### src/rtl/tiled_conv_controller.sv
// Control FSM for the convolution datapath. It loads the kernel registers,
// prefills the input window columns, then runs the sliding-window compute
// over an output-channel-tiled loop nest (for tile, for y, for x). Every load
// beat is handshaked, and the coordinate output side accepts backpressure.
// A partial last tile is loaded in full. A done pulse marks the return to
// IDLE.
module tiled_conv_controller #(
    parameter int FEATURE_MAP_WIDTH  = 1024,
    parameter int FEATURE_MAP_HEIGHT = 1024,
    parameter int OUTPUT_NB_CHANNELS = 64,
    parameter int CH_OUT_PAR         = 6,
    parameter int KERNEL_SIZE        = 3,
    parameter int K_LOAD_BEATS       = 12,
    parameter int I_LOAD_BEATS       = 4,
    parameter int CNT_W              = 32
) (
    input  logic                            clk,
    input  logic                            arst_n_in,
    input  logic                            start,
    output logic                            running,
    output logic                            done,
    input  logic                            con_valid,
    output logic                            con_ready,
    output logic                            out_valid,
    input  logic                            out_ready,
    output logic [CNT_W-1:0]                output_x,
    output logic [CNT_W-1:0]                output_y,
    output logic [CNT_W-1:0]                output_ch,
    output logic [K_LOAD_BEATS-1:0]         ctrl_KDS_LE_select,
    output logic [$clog2(I_LOAD_BEATS)-1:0] ctrl_IDSS_LE_select,
    output logic                            ctrl_IDSS_shift,
    output logic                            ctrl_ODS_shift,
    output logic [1:0]                      ctrl_ODS_sel_out,
    output logic                            driving_cons
);

    localparam int KB_W  = (K_LOAD_BEATS > 1) ? $clog2(K_LOAD_BEATS) : 1;
    localparam int IB_W  = $clog2(I_LOAD_BEATS);
    localparam int SUB_W = $clog2(I_LOAD_BEATS + 2);
    localparam int GRP_W = $clog2(CH_OUT_PAR + 1);
    localparam int COL_W = 3;

    localparam logic [KB_W-1:0]         K_BEAT_LAST = KB_W'(K_LOAD_BEATS - 1);
    localparam logic [GRP_W-1:0]        K_GRP_LAST  = GRP_W'(CH_OUT_PAR - 1);
    localparam logic [IB_W-1:0]         I_BEAT_LAST = IB_W'(I_LOAD_BEATS - 1);
    localparam logic [COL_W-1:0]        COL_LAST    = COL_W'(KERNEL_SIZE - 2);
    localparam logic [SUB_W-1:0]        SUB_MAC     = SUB_W'(I_LOAD_BEATS);
    localparam logic [SUB_W-1:0]        SUB_ZERO    = SUB_W'(0);
    localparam logic [CNT_W-1:0]        X_LAST      = CNT_W'(FEATURE_MAP_WIDTH - 1);
    localparam logic [CNT_W-1:0]        Y_LAST      = CNT_W'(FEATURE_MAP_HEIGHT - 1);
    localparam logic [CNT_W-1:0]        CH_STEP     = CNT_W'(CH_OUT_PAR);
    localparam logic [CNT_W-1:0]        CH_TOTAL    = CNT_W'(OUTPUT_NB_CHANNELS);
    localparam logic [K_LOAD_BEATS-1:0] KDS_ONE     = K_LOAD_BEATS'(1);

    typedef enum logic [2:0] {
        ST_IDLE    = 3'd0,
        ST_LOAD_K  = 3'd1,
        ST_LOAD_I  = 3'd2,
        ST_SHIFT_I = 3'd3,
        ST_COMPUTE = 3'd4,
        ST_DONE    = 3'd5
    } state_t;

    // ODS routing select for a compute sub-cycle: sub modulo the window width.
    function automatic logic [1:0] ods_route(input logic [SUB_W-1:0] sub);
        ods_route = 2'(int'(sub) % KERNEL_SIZE);
    endfunction

    state_t             state_r,     state_nxt_s;
    logic [KB_W-1:0]    k_beat_r,    k_beat_nxt_s;
    logic [GRP_W-1:0]   k_grp_r,     k_grp_nxt_s;
    logic [IB_W-1:0]    i_beat_r,    i_beat_nxt_s;
    logic [COL_W-1:0]   col_r,       col_nxt_s;
    logic [SUB_W-1:0]   sub_r,       sub_nxt_s;
    logic [CNT_W-1:0]   x_r,         x_nxt_s;
    logic [CNT_W-1:0]   y_r,         y_nxt_s;
    logic [CNT_W-1:0]   ch_r,        ch_nxt_s;
    logic               out_valid_r, out_valid_nxt_s;
    logic [CNT_W-1:0]   out_x_r,     out_x_nxt_s;
    logic [CNT_W-1:0]   out_y_r,     out_y_nxt_s;
    logic [CNT_W-1:0]   out_ch_r,    out_ch_nxt_s;
    logic               done_r,      done_nxt_s;

    logic                    con_ready_s;
    logic [K_LOAD_BEATS-1:0] kds_sel_s;
    logic [IB_W-1:0]         idss_sel_s;
    logic                    idss_shift_s;
    logic                    ods_shift_s;
    logic [1:0]              ods_sel_s;
    logic                    driving_s;
    logic [CNT_W-1:0]        ch_sum_s;
    logic                    last_tile_s;

    assign ch_sum_s    = ch_r + CH_STEP;
    assign last_tile_s = (ch_sum_s >= CH_TOTAL);

    // State, loop counters and registered output fields.
    always_ff @(posedge clk or negedge arst_n_in) begin
        if (!arst_n_in) begin
            state_r     <= ST_IDLE;
            k_beat_r    <= '0;
            k_grp_r     <= '0;
            i_beat_r    <= '0;
            col_r       <= '0;
            sub_r       <= '0;
            x_r         <= '0;
            y_r         <= '0;
            ch_r        <= '0;
            out_valid_r <= 1'b0;
            out_x_r     <= '0;
            out_y_r     <= '0;
            out_ch_r    <= '0;
            done_r      <= 1'b0;
        end else begin
            state_r     <= state_nxt_s;
            k_beat_r    <= k_beat_nxt_s;
            k_grp_r     <= k_grp_nxt_s;
            i_beat_r    <= i_beat_nxt_s;
            col_r       <= col_nxt_s;
            sub_r       <= sub_nxt_s;
            x_r         <= x_nxt_s;
            y_r         <= y_nxt_s;
            ch_r        <= ch_nxt_s;
            out_valid_r <= out_valid_nxt_s;
            out_x_r     <= out_x_nxt_s;
            out_y_r     <= out_y_nxt_s;
            out_ch_r    <= out_ch_nxt_s;
            done_r      <= done_nxt_s;
        end
    end

    // Next-state, counter updates and datapath strobes for the current state.
    always_comb begin
        state_nxt_s  = state_r;
        k_beat_nxt_s = k_beat_r;
        k_grp_nxt_s  = k_grp_r;
        i_beat_nxt_s = i_beat_r;
        col_nxt_s    = col_r;
        sub_nxt_s    = sub_r;
        x_nxt_s      = x_r;
        y_nxt_s      = y_r;
        ch_nxt_s     = ch_r;
        out_x_nxt_s  = out_x_r;
        out_y_nxt_s  = out_y_r;
        out_ch_nxt_s = out_ch_r;
        done_nxt_s   = 1'b0;
        con_ready_s  = 1'b0;
        kds_sel_s    = '0;
        idss_sel_s   = '0;
        idss_shift_s = 1'b0;
        ods_shift_s  = 1'b0;
        ods_sel_s    = 2'b11;
        driving_s    = 1'b0;

        // An accepted output is retired; a commit below overrides this.
        if (out_valid_r && out_ready) begin
            out_valid_nxt_s = 1'b0;
        end else begin
            out_valid_nxt_s = out_valid_r;
        end

        case (state_r)
            ST_IDLE: begin
                if (start) begin
                    state_nxt_s  = ST_LOAD_K;
                    k_beat_nxt_s = '0;
                    k_grp_nxt_s  = '0;
                    ch_nxt_s     = '0;
                    x_nxt_s      = '0;
                    y_nxt_s      = '0;
                end else begin
                    state_nxt_s = ST_IDLE;
                end
            end

            ST_LOAD_K: begin
                con_ready_s = 1'b1;
                kds_sel_s   = KDS_ONE << k_beat_r;
                if (con_valid) begin
                    if (k_beat_r == K_BEAT_LAST) begin
                        k_beat_nxt_s = '0;
                        if (k_grp_r == K_GRP_LAST) begin
                            k_grp_nxt_s  = '0;
                            state_nxt_s  = ST_LOAD_I;
                            x_nxt_s      = '0;
                            y_nxt_s      = '0;
                            i_beat_nxt_s = '0;
                            col_nxt_s    = '0;
                        end else begin
                            k_grp_nxt_s = k_grp_r + GRP_W'(1);
                        end
                    end else begin
                        k_beat_nxt_s = k_beat_r + KB_W'(1);
                    end
                end else begin
                    k_beat_nxt_s = k_beat_r;
                end
            end

            ST_LOAD_I: begin
                con_ready_s = 1'b1;
                idss_sel_s  = i_beat_r;
                if (con_valid) begin
                    if (i_beat_r == I_BEAT_LAST) begin
                        i_beat_nxt_s = '0;
                        state_nxt_s  = ST_SHIFT_I;
                    end else begin
                        i_beat_nxt_s = i_beat_r + IB_W'(1);
                    end
                end else begin
                    i_beat_nxt_s = i_beat_r;
                end
            end

            ST_SHIFT_I: begin
                idss_shift_s = 1'b1;
                if (col_r == COL_LAST) begin
                    col_nxt_s   = '0;
                    sub_nxt_s   = '0;
                    state_nxt_s = ST_COMPUTE;
                end else begin
                    col_nxt_s   = col_r + COL_W'(1);
                    state_nxt_s = ST_LOAD_I;
                end
            end

            ST_COMPUTE: begin
                ods_sel_s = ods_route(sub_r);
                if (sub_r < SUB_MAC) begin
                    con_ready_s = 1'b1;
                    idss_sel_s  = IB_W'(sub_r);
                    if (con_valid) begin
                        sub_nxt_s   = sub_r + SUB_W'(1);
                        ods_shift_s = (sub_r == SUB_ZERO);
                    end else begin
                        sub_nxt_s = sub_r;
                    end
                end else if (sub_r == SUB_MAC) begin
                    driving_s = 1'b1;
                    sub_nxt_s = sub_r + SUB_W'(1);
                end else begin
                    driving_s = 1'b1;
                    if (out_valid_r && !out_ready) begin
                        // Previous coordinates not yet taken: hold the commit.
                        sub_nxt_s = sub_r;
                    end else begin
                        idss_shift_s    = 1'b1;
                        out_valid_nxt_s = 1'b1;
                        out_x_nxt_s     = x_r;
                        out_y_nxt_s     = y_r;
                        out_ch_nxt_s    = ch_r;
                        sub_nxt_s       = '0;
                        if (x_r != X_LAST) begin
                            x_nxt_s = x_r + CNT_W'(1);
                        end else if (y_r != Y_LAST) begin
                            x_nxt_s      = '0;
                            y_nxt_s      = y_r + CNT_W'(1);
                            i_beat_nxt_s = '0;
                            col_nxt_s    = '0;
                            state_nxt_s  = ST_LOAD_I;
                        end else if (!last_tile_s) begin
                            x_nxt_s      = '0;
                            y_nxt_s      = '0;
                            ch_nxt_s     = ch_sum_s;
                            k_beat_nxt_s = '0;
                            k_grp_nxt_s  = '0;
                            state_nxt_s  = ST_LOAD_K;
                        end else begin
                            state_nxt_s = ST_DONE;
                        end
                    end
                end
            end

            ST_DONE: begin
                if (!out_valid_r) begin
                    state_nxt_s = ST_IDLE;
                    done_nxt_s  = 1'b1;
                end else begin
                    state_nxt_s = ST_DONE;
                end
            end

            default: begin
                state_nxt_s = ST_IDLE;
            end
        endcase
    end

    assign running             = (state_r != ST_IDLE);
    assign done                = done_r;
    assign out_valid           = out_valid_r;
    assign output_x            = out_x_r;
    assign output_y            = out_y_r;
    assign output_ch           = out_ch_r;
    assign con_ready           = con_ready_s;
    assign ctrl_KDS_LE_select  = kds_sel_s;
    assign ctrl_IDSS_LE_select = idss_sel_s;
    assign ctrl_IDSS_shift     = idss_shift_s;
    assign ctrl_ODS_shift      = ods_shift_s;
    assign ctrl_ODS_sel_out    = ods_sel_s;
    assign driving_cons        = driving_s;

endmodule

### config.mk
export PLATFORM = sky130hd
export DESIGN_NAME = tiled_conv_controller
export DESIGN_NICKNAME = d
export VERILOG_FILES = /design/src/rtl/tiled_conv_controller.sv
export SDC_FILE = /design/constraint.sdc
export NUM_CORES = 1
export LEC_CHECK = 0
export ABC_AREA = 1
export CAP_MARGIN = 25
export CORE_MARGIN = 10
export CORE_UTILIZATION = 57
export CTS_CLUSTER_DIAMETER = 40
export DETAILED_ROUTE_END_ITERATION = 7
export HOLD_SLACK_MARGIN = 0.02
export PLACE_DENSITY = 0.81
export SLEW_MARGIN = 30
export SYNTH_ARGS = -nofsm -noshare
export SYNTH_HDL_FRONTEND = slang
export SYNTH_SLANG_ARGS = --single-unit
### constraint.sdc
create_clock -name clk -period 2.9 [get_ports clk]
set_input_delay 0.58 -clock clk [delete_from_list [all_inputs] [get_ports clk]]
set_output_delay 0.58 -clock clk [all_outputs]
set_load 0.01 [all_outputs]
==> results.sh <==
# implementation run metrics
export IMPL_fin_crit_sh_pct=95.9
export IMPL_syn_nets=1482
export IMPL_clk_latency_ns=0.54
export IMPL_hold_depth=1
export IMPL_status="completed"
export IMPL_xor_share_pct=2.09
export IMPL_synthAoiAreaFrac_pct=8.54
export IMPL_place_congestion=0.963
export IMPL_whs_endpoint="output_ch[18]"
export IMPL_switching_share_pct=35.9
export IMPL_p_comb_share_pct=34.0
export IMPL_worstSetupStartpoint="state_r[1]"
export IMPL_ys_flop_type="dfrtp_1"
export IMPL_yosys_warnings=0
export IMPL_intPower_mw=7.06
export IMPL_numPortBuffers=122
export IMPL_die_w_um=161
export IMPL_tightest_slew_ns=0.595
export IMPL_overflow=0
export IMPL_ff2ff_path_depth=16
export IMPL_netlist_instances=1463
export IMPL_hold_viol=0
export IMPL_hp_start="output_ch[18]"
export IMPL_max_cap_violations=0
export IMPL_firstDrtPassIters=5
export IMPL_tns_ns=0
export IMPL_dieHeight_um=161
export IMPL_io_pins=124
export IMPL_rsz0062_at_grt="no"
export IMPL_timing_worst_setup_path_type="reg -> out"
export IMPL_tritoncts="done"
export IMPL_ys_seq_share_pct=46.4
export IMPL_critPathMaxFanout=5
export IMPL_ys_chip_area_um2=11300
export IMPL_top_cells_by_area="dfrtp_1 (46%), nand2_1 (12%), nor2_1 (6.4%)"
export IMPL_synth_most_common_cell="nand2_1"
export IMPL_grt_pass1_wl_mm=48.4
[through the flow]
step	power, mW	utilization, %	std cells
floorplan	5.89	-	1463
global placement	7.46	66.0	1826
detailed placement	7.56	66.0	1826
CTS	11.1	71.0	1882
global route	11.7	71.3	1883
finish	11.0	71.3	1883
[area by class of cell]
cell class                      instances  area [um^2]
Inverter                              168          631
Tap cell                              265          332
Clock inverter                         22          209
Multi-Input combinational cell       1037         5220
Fill cell                            1596         5610
Clock buffer                           32          757
Timing Repair Buffer                  149         1510
Sequential cell                       210         5260
[state kept, by name, indices dropped and copies added (netlist names)]
register	flops
i_beat_r	2
sub_r	3
y_r	32
k_grp_r	3
k_beat_r	4
out_valid	1
output_x	32
state_r	3
done	1
output_y	32
x_r	32
ch_r	31
output_ch	31
col_r	3
[metal layers]
| layer | wire (um) | track usage, % |
|---|---|---|
| met5 | 0 | 0 |
| met4 | 574 | 5.67 |
| met3 | 2170 | 4.93 |
| met2 | 13900 | 36.5 |
| met1 | 12400 | 28.1 |
[worst max-delay path: stages (launching register included)]
cell	delay, ns
dfrtp_2	0.45
inv_2	0.08
nand2_1	0.08
nor2_2	0.14
buf_4	0.16
nand2_1	0.11
nor2_1	0.11
clkdlybuf4s50_1	0.54
[power groups by stage]
stage	clock network [mW]	registers (mW)	logic, mW
after CTS	3.51	3.82	3.75
after detailed placement	0	3.87	3.70
after global placement	0	3.85	3.61
after floorplan	0	4.04	1.85
after global routing	3.65	3.91	4.13
final	3.44	3.83	3.75
[what timing repair did]
item,4_1_cts,5_1_grt
resized,11,25
setup buffers,1,1
hold buffers,1,0
pin swaps,0,1
endpoints found under the setup margin,11,61
hold endpoints to repair,48,0
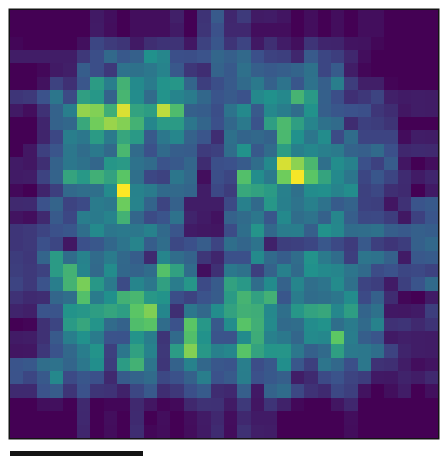
route_heat.png
Bar = 50 um. The die is cut into 32 by 32 equal tiles; dark purple is low, yellow is high, scaled to the fullest tile. Values are wire area over tile area, all layers added.
The mean over all tiles is 0.18. The emptiest ninth of the die: north-east. The fullest tile reaches 0.69. 12% of the tiles are over half the peak. 13% of the tiles are nearly empty.
via count: 10312
WL per Instance: 15.4 um
Routed WL: 29.0 mm
GRT Util Overall: 21.9%

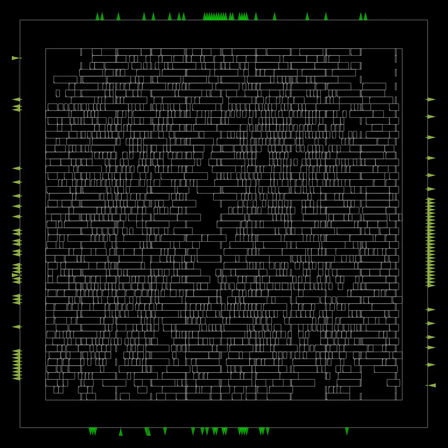
placed.png
well tap count: 265
fillers: 1596
# rows: 51
core area: 19500 um^2
Seq area share: 37.8%

No activity file was given, so power comes from the tool's default toggle rates.
